**src/rtl/alu_32_bit_command_sequencer_if.sv**
```systemverilog
//------------------------------------------------------------------------------
// alu_32_bit_command_sequencer_if
// Purpose : Bundles the command port, the ALU drive/sample port and the response
//           port of the 32-bit ALU command sequencer into one interface.
// Modports:
//   slave  - the sequencer itself (accepts commands, drives the ALU, returns
//            responses).
//   master - the surrounding environment (command source, the ALU and the
//            response sink).
// Signals :
//   Cmd_*   command valid/ready handshake, op code, accumulator select, operands
//   Acc_Clear_In  accumulator clear request (acted on only while idle)
//   ALU_*   enable/op-select/operands towards the ALU, result/carry back from it
//   Rsp_*   response valid/ready handshake, result, carry, zero and error flags
//   Acc_Out current accumulator, Busy_Out high whenever not idle
//------------------------------------------------------------------------------
`timescale 1ns/1ps
interface alu_32_bit_command_sequencer_if #(
    parameter int DATA_WIDTH = 32
);
    logic                  Cmd_Valid_In;
    logic                  Cmd_Ready_Out;
    logic [3:0]            Cmd_Op_In;
    logic                  Cmd_Use_Acc_In;
    logic [DATA_WIDTH-1:0] Cmd_Data_A_In;
    logic [DATA_WIDTH-1:0] Cmd_Data_B_In;
    logic                  Acc_Clear_In;

    logic                  ALU_Enable_Out;
    logic [3:0]            ALU_Operation_Select_Out;
    logic [DATA_WIDTH-1:0] ALU_Data_A_Out;
    logic [DATA_WIDTH-1:0] ALU_Data_B_Out;
    logic [DATA_WIDTH-1:0] ALU_Result_In;
    logic                  ALU_Carry_In;

    logic                  Rsp_Valid_Out;
    logic                  Rsp_Ready_In;
    logic [DATA_WIDTH-1:0] Rsp_Result_Out;
    logic                  Rsp_Carry_Out;
    logic                  Rsp_Zero_Out;
    logic                  Rsp_Error_Out;

    logic [DATA_WIDTH-1:0] Acc_Out;
    logic                  Busy_Out;

    modport slave (
        input  Cmd_Valid_In, Cmd_Op_In, Cmd_Use_Acc_In, Cmd_Data_A_In,
               Cmd_Data_B_In, Acc_Clear_In,
        output Cmd_Ready_Out,
        output ALU_Enable_Out, ALU_Operation_Select_Out, ALU_Data_A_Out,
               ALU_Data_B_Out,
        input  ALU_Result_In, ALU_Carry_In,
        output Rsp_Valid_Out, Rsp_Result_Out, Rsp_Carry_Out, Rsp_Zero_Out,
               Rsp_Error_Out,
        input  Rsp_Ready_In,
        output Acc_Out, Busy_Out
    );

    modport master (
        output Cmd_Valid_In, Cmd_Op_In, Cmd_Use_Acc_In, Cmd_Data_A_In,
               Cmd_Data_B_In, Acc_Clear_In,
        input  Cmd_Ready_Out,
        input  ALU_Enable_Out, ALU_Operation_Select_Out, ALU_Data_A_Out,
               ALU_Data_B_Out,
        output ALU_Result_In, ALU_Carry_In,
        input  Rsp_Valid_Out, Rsp_Result_Out, Rsp_Carry_Out, Rsp_Zero_Out,
               Rsp_Error_Out,
        output Rsp_Ready_In,
        input  Acc_Out, Busy_Out
    );
endinterface

```
**src/rtl/alu_32_bit_command_sequencer.sv**
```systemverilog
//------------------------------------------------------------------------------
// alu_32_bit_command_sequencer
// Purpose : Initiator side of the 32-bit ALU operation interface. Accepts
//           (op, A, B) commands, drives the ALU for SETTLE_CYCLES cycles,
//           samples result/carry on the last drive cycle and returns them with
//           zero/error flags. A 32-bit accumulator keeps the last result so that
//           commands can chain on it.
// Parameters:
//   DATA_WIDTH     operand/result width (32 to match the ALU)
//   SETTLE_CYCLES  cycles the ALU is enabled before sampling, 1..15
// Ports   :
//   Clock_In    rising-edge clock
//   Reset_n_In  asynchronous active-low reset
//   bus         alu_32_bit_command_sequencer_if.slave (command, ALU, response)
//------------------------------------------------------------------------------
`timescale 1ns/1ps
module alu_32_bit_command_sequencer #(
    parameter int DATA_WIDTH    = 32,
    parameter int SETTLE_CYCLES = 1
) (
    input  logic                          Clock_In,
    input  logic                          Reset_n_In,
    alu_32_bit_command_sequencer_if.slave bus
);
    localparam logic [3:0] OP_DIV      = 4'h6;
    localparam logic [3:0] OP_MOD      = 4'h7;
    localparam logic [3:0] SETTLE_LAST = 4'(SETTLE_CYCLES - 1);

    typedef enum logic [1:0] {
        ST_IDLE  = 2'd0,
        ST_DRIVE = 2'd1,
        ST_RESP  = 2'd2
    } state_t;

    state_t r_state;
    state_t w_state_next;

    logic [3:0]            r_op;
    logic [DATA_WIDTH-1:0] r_a;
    logic [DATA_WIDTH-1:0] r_b;
    logic [DATA_WIDTH-1:0] r_acc;
    logic [DATA_WIDTH-1:0] r_rsp_result;
    logic                  r_rsp_carry;
    logic                  r_rsp_zero;
    logic                  r_rsp_error;
    logic [3:0]            r_settle_cnt;

    logic                  w_cmd_ready;
    logic                  w_alu_enable;
    logic                  w_rsp_valid;
    logic                  w_busy;
    logic                  w_accept;
    logic                  w_div_by_zero;
    logic                  w_last_drive;
    logic                  w_acc_clear;
    logic [DATA_WIDTH-1:0] w_op_a;

    // Clear is only acted on while idle; when it coincides with an accept, an
    // accumulator-sourced operand must see the cleared value.
    assign w_acc_clear   = bus.Acc_Clear_In && (r_state == ST_IDLE);
    assign w_op_a        = bus.Cmd_Use_Acc_In ? (w_acc_clear ? '0 : r_acc)
                                              : bus.Cmd_Data_A_In;
    assign w_accept      = bus.Cmd_Valid_In && (r_state == ST_IDLE);
    // Divide/modulo by zero never reaches the ALU; answered directly.
    assign w_div_by_zero = ((bus.Cmd_Op_In == OP_DIV) || (bus.Cmd_Op_In == OP_MOD))
                           && (bus.Cmd_Data_B_In == '0);
    assign w_last_drive  = (r_state == ST_DRIVE) && (r_settle_cnt == SETTLE_LAST);

    // State register
    always_ff @(posedge Clock_In or negedge Reset_n_In) begin
        if (!Reset_n_In) begin
            r_state <= ST_IDLE;
        end else begin
            r_state <= w_state_next;
        end
    end

    // Next state and state-decoded outputs
    always_comb begin
        w_state_next = r_state;
        w_cmd_ready  = 1'b0;
        w_alu_enable = 1'b0;
        w_rsp_valid  = 1'b0;
        w_busy       = 1'b1;
        case (r_state)
            ST_IDLE: begin
                w_cmd_ready = 1'b1;
                w_busy      = 1'b0;
                if (bus.Cmd_Valid_In) begin
                    w_state_next = w_div_by_zero ? ST_RESP : ST_DRIVE;
                end
            end
            ST_DRIVE: begin
                w_alu_enable = 1'b1;
                if (w_last_drive) begin
                    w_state_next = ST_RESP;
                end
            end
            ST_RESP: begin
                w_rsp_valid = 1'b1;
                if (bus.Rsp_Ready_In) begin
                    w_state_next = ST_IDLE;
                end
            end
            default: begin
                w_state_next = ST_IDLE;
            end
        endcase
    end

    // Datapath: command latch, settle counter, response capture, accumulator
    always_ff @(posedge Clock_In or negedge Reset_n_In) begin
        if (!Reset_n_In) begin
            r_op         <= '0;
            r_a          <= '0;
            r_b          <= '0;
            r_acc        <= '0;
            r_rsp_result <= '0;
            r_rsp_carry  <= 1'b0;
            r_rsp_zero   <= 1'b0;
            r_rsp_error  <= 1'b0;
            r_settle_cnt <= '0;
        end else begin
            if (w_accept) begin
                r_op <= bus.Cmd_Op_In;
                r_a  <= w_op_a;
                r_b  <= bus.Cmd_Data_B_In;
            end

            if (w_accept && w_div_by_zero) begin
                r_rsp_result <= '0;
                r_rsp_carry  <= 1'b0;
                r_rsp_zero   <= 1'b1;
                r_rsp_error  <= 1'b1;
            end else if (w_last_drive) begin
                r_rsp_result <= bus.ALU_Result_In;
                // Ops 0x8-0xF are logical: the ALU carry is meaningless there.
                r_rsp_carry  <= r_op[3] ? 1'b0 : bus.ALU_Carry_In;
                r_rsp_zero   <= (bus.ALU_Result_In == '0);
                r_rsp_error  <= 1'b0;
            end

            if (w_acc_clear) begin
                r_acc <= '0;
            end else if (w_last_drive) begin
                r_acc <= bus.ALU_Result_In;
            end

            if ((r_state == ST_DRIVE) && !w_last_drive) begin
                r_settle_cnt <= r_settle_cnt + 4'd1;
            end else begin
                r_settle_cnt <= '0;
            end
        end
    end

    // All ALU-facing outputs come straight from registers, so there is no
    // combinational path from ALU_Result_In/ALU_Carry_In back to the ALU.
    assign bus.Cmd_Ready_Out            = w_cmd_ready;
    assign bus.ALU_Enable_Out           = w_alu_enable;
    assign bus.ALU_Operation_Select_Out = r_op;
    assign bus.ALU_Data_A_Out           = r_a;
    assign bus.ALU_Data_B_Out           = r_b;
    assign bus.Rsp_Valid_Out            = w_rsp_valid;
    assign bus.Rsp_Result_Out           = r_rsp_result;
    assign bus.Rsp_Carry_Out            = r_rsp_carry;
    assign bus.Rsp_Zero_Out             = r_rsp_zero;
    assign bus.Rsp_Error_Out            = r_rsp_error;
    assign bus.Acc_Out                  = r_acc;
    assign bus.Busy_Out                 = w_busy;
endmodule

```
**src/flat_wrapper.sv**
```systemverilog
// flat-port wrapper written by rule: the top's interface ports become plain ports
module alu_32_bit_command_sequencer_flat 
#(
    parameter int DATA_WIDTH    = 32,
    parameter int SETTLE_CYCLES = 1
)
  (Clock_In, Reset_n_In, bus_Cmd_Valid_In, bus_Cmd_Op_In, bus_Cmd_Use_Acc_In, bus_Cmd_Data_A_In, bus_Cmd_Data_B_In, bus_Acc_Clear_In, bus_Cmd_Ready_Out, bus_ALU_Enable_Out, bus_ALU_Operation_Select_Out, bus_ALU_Data_A_Out, bus_ALU_Data_B_Out, bus_ALU_Result_In, bus_ALU_Carry_In, bus_Rsp_Valid_Out, bus_Rsp_Result_Out, bus_Rsp_Carry_Out, bus_Rsp_Zero_Out, bus_Rsp_Error_Out, bus_Rsp_Ready_In, bus_Acc_Out, bus_Busy_Out);
  alu_32_bit_command_sequencer_if #(.DATA_WIDTH(DATA_WIDTH)) bus_i ();
  input  logic Clock_In;
  input  logic Reset_n_In;
  input wire logic [$bits(bus_i.Cmd_Valid_In)-1:0] bus_Cmd_Valid_In;
  input wire logic [$bits(bus_i.Cmd_Op_In)-1:0] bus_Cmd_Op_In;
  input wire logic [$bits(bus_i.Cmd_Use_Acc_In)-1:0] bus_Cmd_Use_Acc_In;
  input wire logic [$bits(bus_i.Cmd_Data_A_In)-1:0] bus_Cmd_Data_A_In;
  input wire logic [$bits(bus_i.Cmd_Data_B_In)-1:0] bus_Cmd_Data_B_In;
  input wire logic [$bits(bus_i.Acc_Clear_In)-1:0] bus_Acc_Clear_In;
  output wire logic [$bits(bus_i.Cmd_Ready_Out)-1:0] bus_Cmd_Ready_Out;
  output wire logic [$bits(bus_i.ALU_Enable_Out)-1:0] bus_ALU_Enable_Out;
  output wire logic [$bits(bus_i.ALU_Operation_Select_Out)-1:0] bus_ALU_Operation_Select_Out;
  output wire logic [$bits(bus_i.ALU_Data_A_Out)-1:0] bus_ALU_Data_A_Out;
  output wire logic [$bits(bus_i.ALU_Data_B_Out)-1:0] bus_ALU_Data_B_Out;
  input wire logic [$bits(bus_i.ALU_Result_In)-1:0] bus_ALU_Result_In;
  input wire logic [$bits(bus_i.ALU_Carry_In)-1:0] bus_ALU_Carry_In;
  output wire logic [$bits(bus_i.Rsp_Valid_Out)-1:0] bus_Rsp_Valid_Out;
  output wire logic [$bits(bus_i.Rsp_Result_Out)-1:0] bus_Rsp_Result_Out;
  output wire logic [$bits(bus_i.Rsp_Carry_Out)-1:0] bus_Rsp_Carry_Out;
  output wire logic [$bits(bus_i.Rsp_Zero_Out)-1:0] bus_Rsp_Zero_Out;
  output wire logic [$bits(bus_i.Rsp_Error_Out)-1:0] bus_Rsp_Error_Out;
  input wire logic [$bits(bus_i.Rsp_Ready_In)-1:0] bus_Rsp_Ready_In;
  output wire logic [$bits(bus_i.Acc_Out)-1:0] bus_Acc_Out;
  output wire logic [$bits(bus_i.Busy_Out)-1:0] bus_Busy_Out;
  assign bus_i.Cmd_Valid_In = bus_Cmd_Valid_In;
  assign bus_i.Cmd_Op_In = bus_Cmd_Op_In;
  assign bus_i.Cmd_Use_Acc_In = bus_Cmd_Use_Acc_In;
  assign bus_i.Cmd_Data_A_In = bus_Cmd_Data_A_In;
  assign bus_i.Cmd_Data_B_In = bus_Cmd_Data_B_In;
  assign bus_i.Acc_Clear_In = bus_Acc_Clear_In;
  assign bus_Cmd_Ready_Out = bus_i.Cmd_Ready_Out;
  assign bus_ALU_Enable_Out = bus_i.ALU_Enable_Out;
  assign bus_ALU_Operation_Select_Out = bus_i.ALU_Operation_Select_Out;
  assign bus_ALU_Data_A_Out = bus_i.ALU_Data_A_Out;
  assign bus_ALU_Data_B_Out = bus_i.ALU_Data_B_Out;
  assign bus_i.ALU_Result_In = bus_ALU_Result_In;
  assign bus_i.ALU_Carry_In = bus_ALU_Carry_In;
  assign bus_Rsp_Valid_Out = bus_i.Rsp_Valid_Out;
  assign bus_Rsp_Result_Out = bus_i.Rsp_Result_Out;
  assign bus_Rsp_Carry_Out = bus_i.Rsp_Carry_Out;
  assign bus_Rsp_Zero_Out = bus_i.Rsp_Zero_Out;
  assign bus_Rsp_Error_Out = bus_i.Rsp_Error_Out;
  assign bus_i.Rsp_Ready_In = bus_Rsp_Ready_In;
  assign bus_Acc_Out = bus_i.Acc_Out;
  assign bus_Busy_Out = bus_i.Busy_Out;
  alu_32_bit_command_sequencer #(.DATA_WIDTH(DATA_WIDTH), .SETTLE_CYCLES(SETTLE_CYCLES)) u_core (.Clock_In(Clock_In), .Reset_n_In(Reset_n_In), .bus(bus_i));
endmodule
```
**config.mk**
```make
export PLATFORM = sky130hd
export DESIGN_NAME = alu_32_bit_command_sequencer_flat
export DESIGN_NICKNAME = d
export VERILOG_FILES = /design/src/rtl/alu_32_bit_command_sequencer_if.sv /design/src/rtl/alu_32_bit_command_sequencer.sv /design/src/flat_wrapper.sv
export SDC_FILE = /design/constraint.sdc
export NUM_CORES = 1
export LEC_CHECK = 0
export ABC_AREA = 1
export CAP_MARGIN = 10
export CELL_PAD_IN_SITES_DETAIL_PLACEMENT = 0
export CELL_PAD_IN_SITES_GLOBAL_PLACEMENT = 2
export CORE_ASPECT_RATIO = 1.75
export CORE_MARGIN = 1
export CORE_UTILIZATION = 25
export CTS_BUF_LIST = sky130_fd_sc_hd__clkbuf_8
export DETAILED_ROUTE_END_ITERATION = 8
export PLACE_DENSITY_LB_ADDON = 0.1
export SLEW_MARGIN = 40
export SYNTH_ARGS = -nofsm -noshare
export SYNTH_HDL_FRONTEND = slang
export SYNTH_SLANG_ARGS = --single-unit
```
**constraint.sdc**
```tcl
create_clock -name Clock_In -period 1.8 [get_ports Clock_In]
set_input_delay 0.36 -clock Clock_In [delete_from_list [all_inputs] [get_ports Clock_In]]
set_output_delay 0.36 -clock Clock_In [all_outputs]
set_load 0.01 [all_outputs]
```
Figure 1. Where the registers sit.
Scale bar: 20 µm. Other sequential cells in the stronger gray, the rest of the logic in the fainter gray.
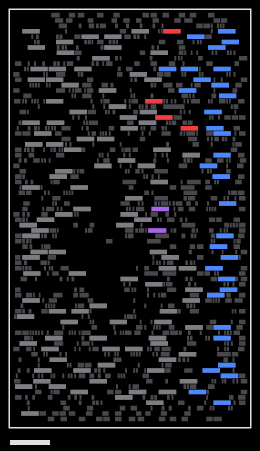
- `u_core.r_state`: purple (placed flops 2)
- `u_core.bus.ALU_Data_B_Out`: blue (placed flops 32; where a vertical strip on the right)
- `u_core.bus.ALU_Operation_Select_Out`: red (placed flops 4)
fraction of the core area covered by cells at the end of the flow: 39.7%
Power Sequential: 5.46 mW
FF/Latch Area: 0.00353 mm²
flop share of the area: 36.3%

Figure 2. The metal 1 layer.
Scale bar: 20 µm.
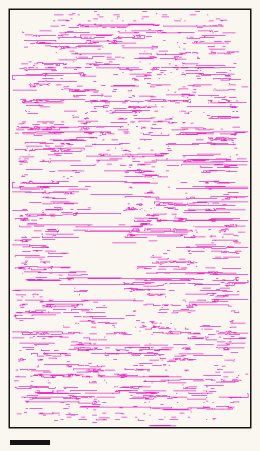
- nets with wire on the layer: 964
- share of all routed wire: 38%
- main direction: horizontal
- longest straight run: 42.8 µm
- wire length on this layer: 8510 µm
total wire length after detailed routing: 22100 µm
GR Layer Usage met1: 19.9%
via total after detailed routing: 5722

Figure 3. Zoomed window.
Scale bar: 20 µm. Region (36, 122) to (86, 172) µm. Cells in gray, sequential cells in the stronger gray; small squares are vias.
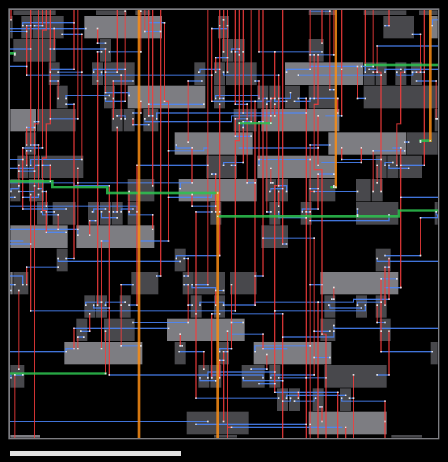
- M2: red
- M1: blue
- M3: green
- M4: orange
- sequential cells in the window: 15
- most frequent: nand2_1 (46), dfrtp_1 (15), inv_1 (8)
- cells with their middle in the window: 108
- netlist names of flops here include: `u_core.bus.Acc_Out` (6), `u_core.bus.Rsp_Result_Out` (6), `u_core.bus.ALU_Operation_Select_Out` (2)

Figure 4. Pin placement.
Scale bar: 20 µm. Pins as bars across the die edge, other pins in gray.
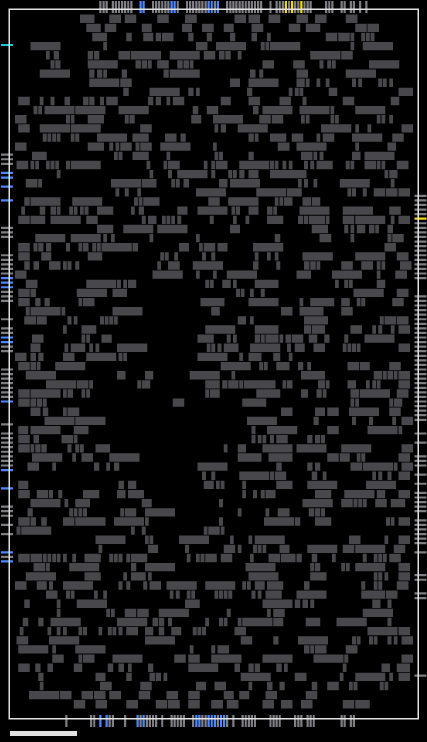
- `bus_ALU_Operation_Select_Out`: yellow (pins 4; direction output; edge 3 top, 1 right)
- `Clock_In`: cyan (pins 1; direction input; edge left)
- `bus_ALU_Result_In`: blue (pins 32; direction input; edge 14 left, 11 bottom, 7 top)
buffers added on ports: 245
die outline width: 121 µm

==> changes_impl.md <==
### Metrics

* Instance area at placement at 0.00928 mm²
* Run status: completed
* Log Warnings at 27
* Dpl ws at -0.230 ns
* Count of unique library cells instantiated by Yosys at 22
* Number of failing hold endpoints at the final stage at 0
* Largest area contributor in the synthesized netlist: dfrtp_1
* Critical path depth in cells at 1
* WP data required at 1.44 ns
* Met2 WL post-DR at 12000 µm
* Power, Total at 15.6 mW
* Synthesized-area fraction occupied by ao, oa, aoi and oai cells at 5.63%
* Worst hold margin at 0.320 ns
* Fill cell count at 2610
* Number of remaining DRC errors at 0
* Reported clock group power at 2.58 mW
* Cell class ranked first by area: flip-flops and latches
* Setup violators final at 0
* GR Util All Layers at 18.0%
* Post-route insts no fill at 1343
* Type of element capturing the critical path: output port
* Number of buffers inserted by hold repair at cts at 1
* Most instantiated cells after synthesis: nand2_1 (290), dfrtp_1 (141), nor2_1 (80)
* XOR/XNOR share of the synthesized area at 0.282%
* First element of the critical path: u_core.bus.Rsp_Result_Out[3]
* Combinational gate count at ~520
* Cell types occupying the most area after synthesis: dfrtp_1 (57%), nand2_1 (17%), a21oi_1 (5.1%)
* Most frequently placed logic cells in the final layout: nand2_1 (290), clkdlybuf4s50_1 (181), dfrtp_1 (140), nor2_1 (80), a21oi_1 (64)
* Boundary Pins at 246
* Met1 wire length at 8510 µm
* Share of post-route cells with drive strength above 1 at approximately a tenth
* Area fraction of clock buffers and clock inverters at roughly 4.1%
* Gate count of the mapped netlist at roughly 750
No activity file was given, so power comes from the tool's default toggle rates.
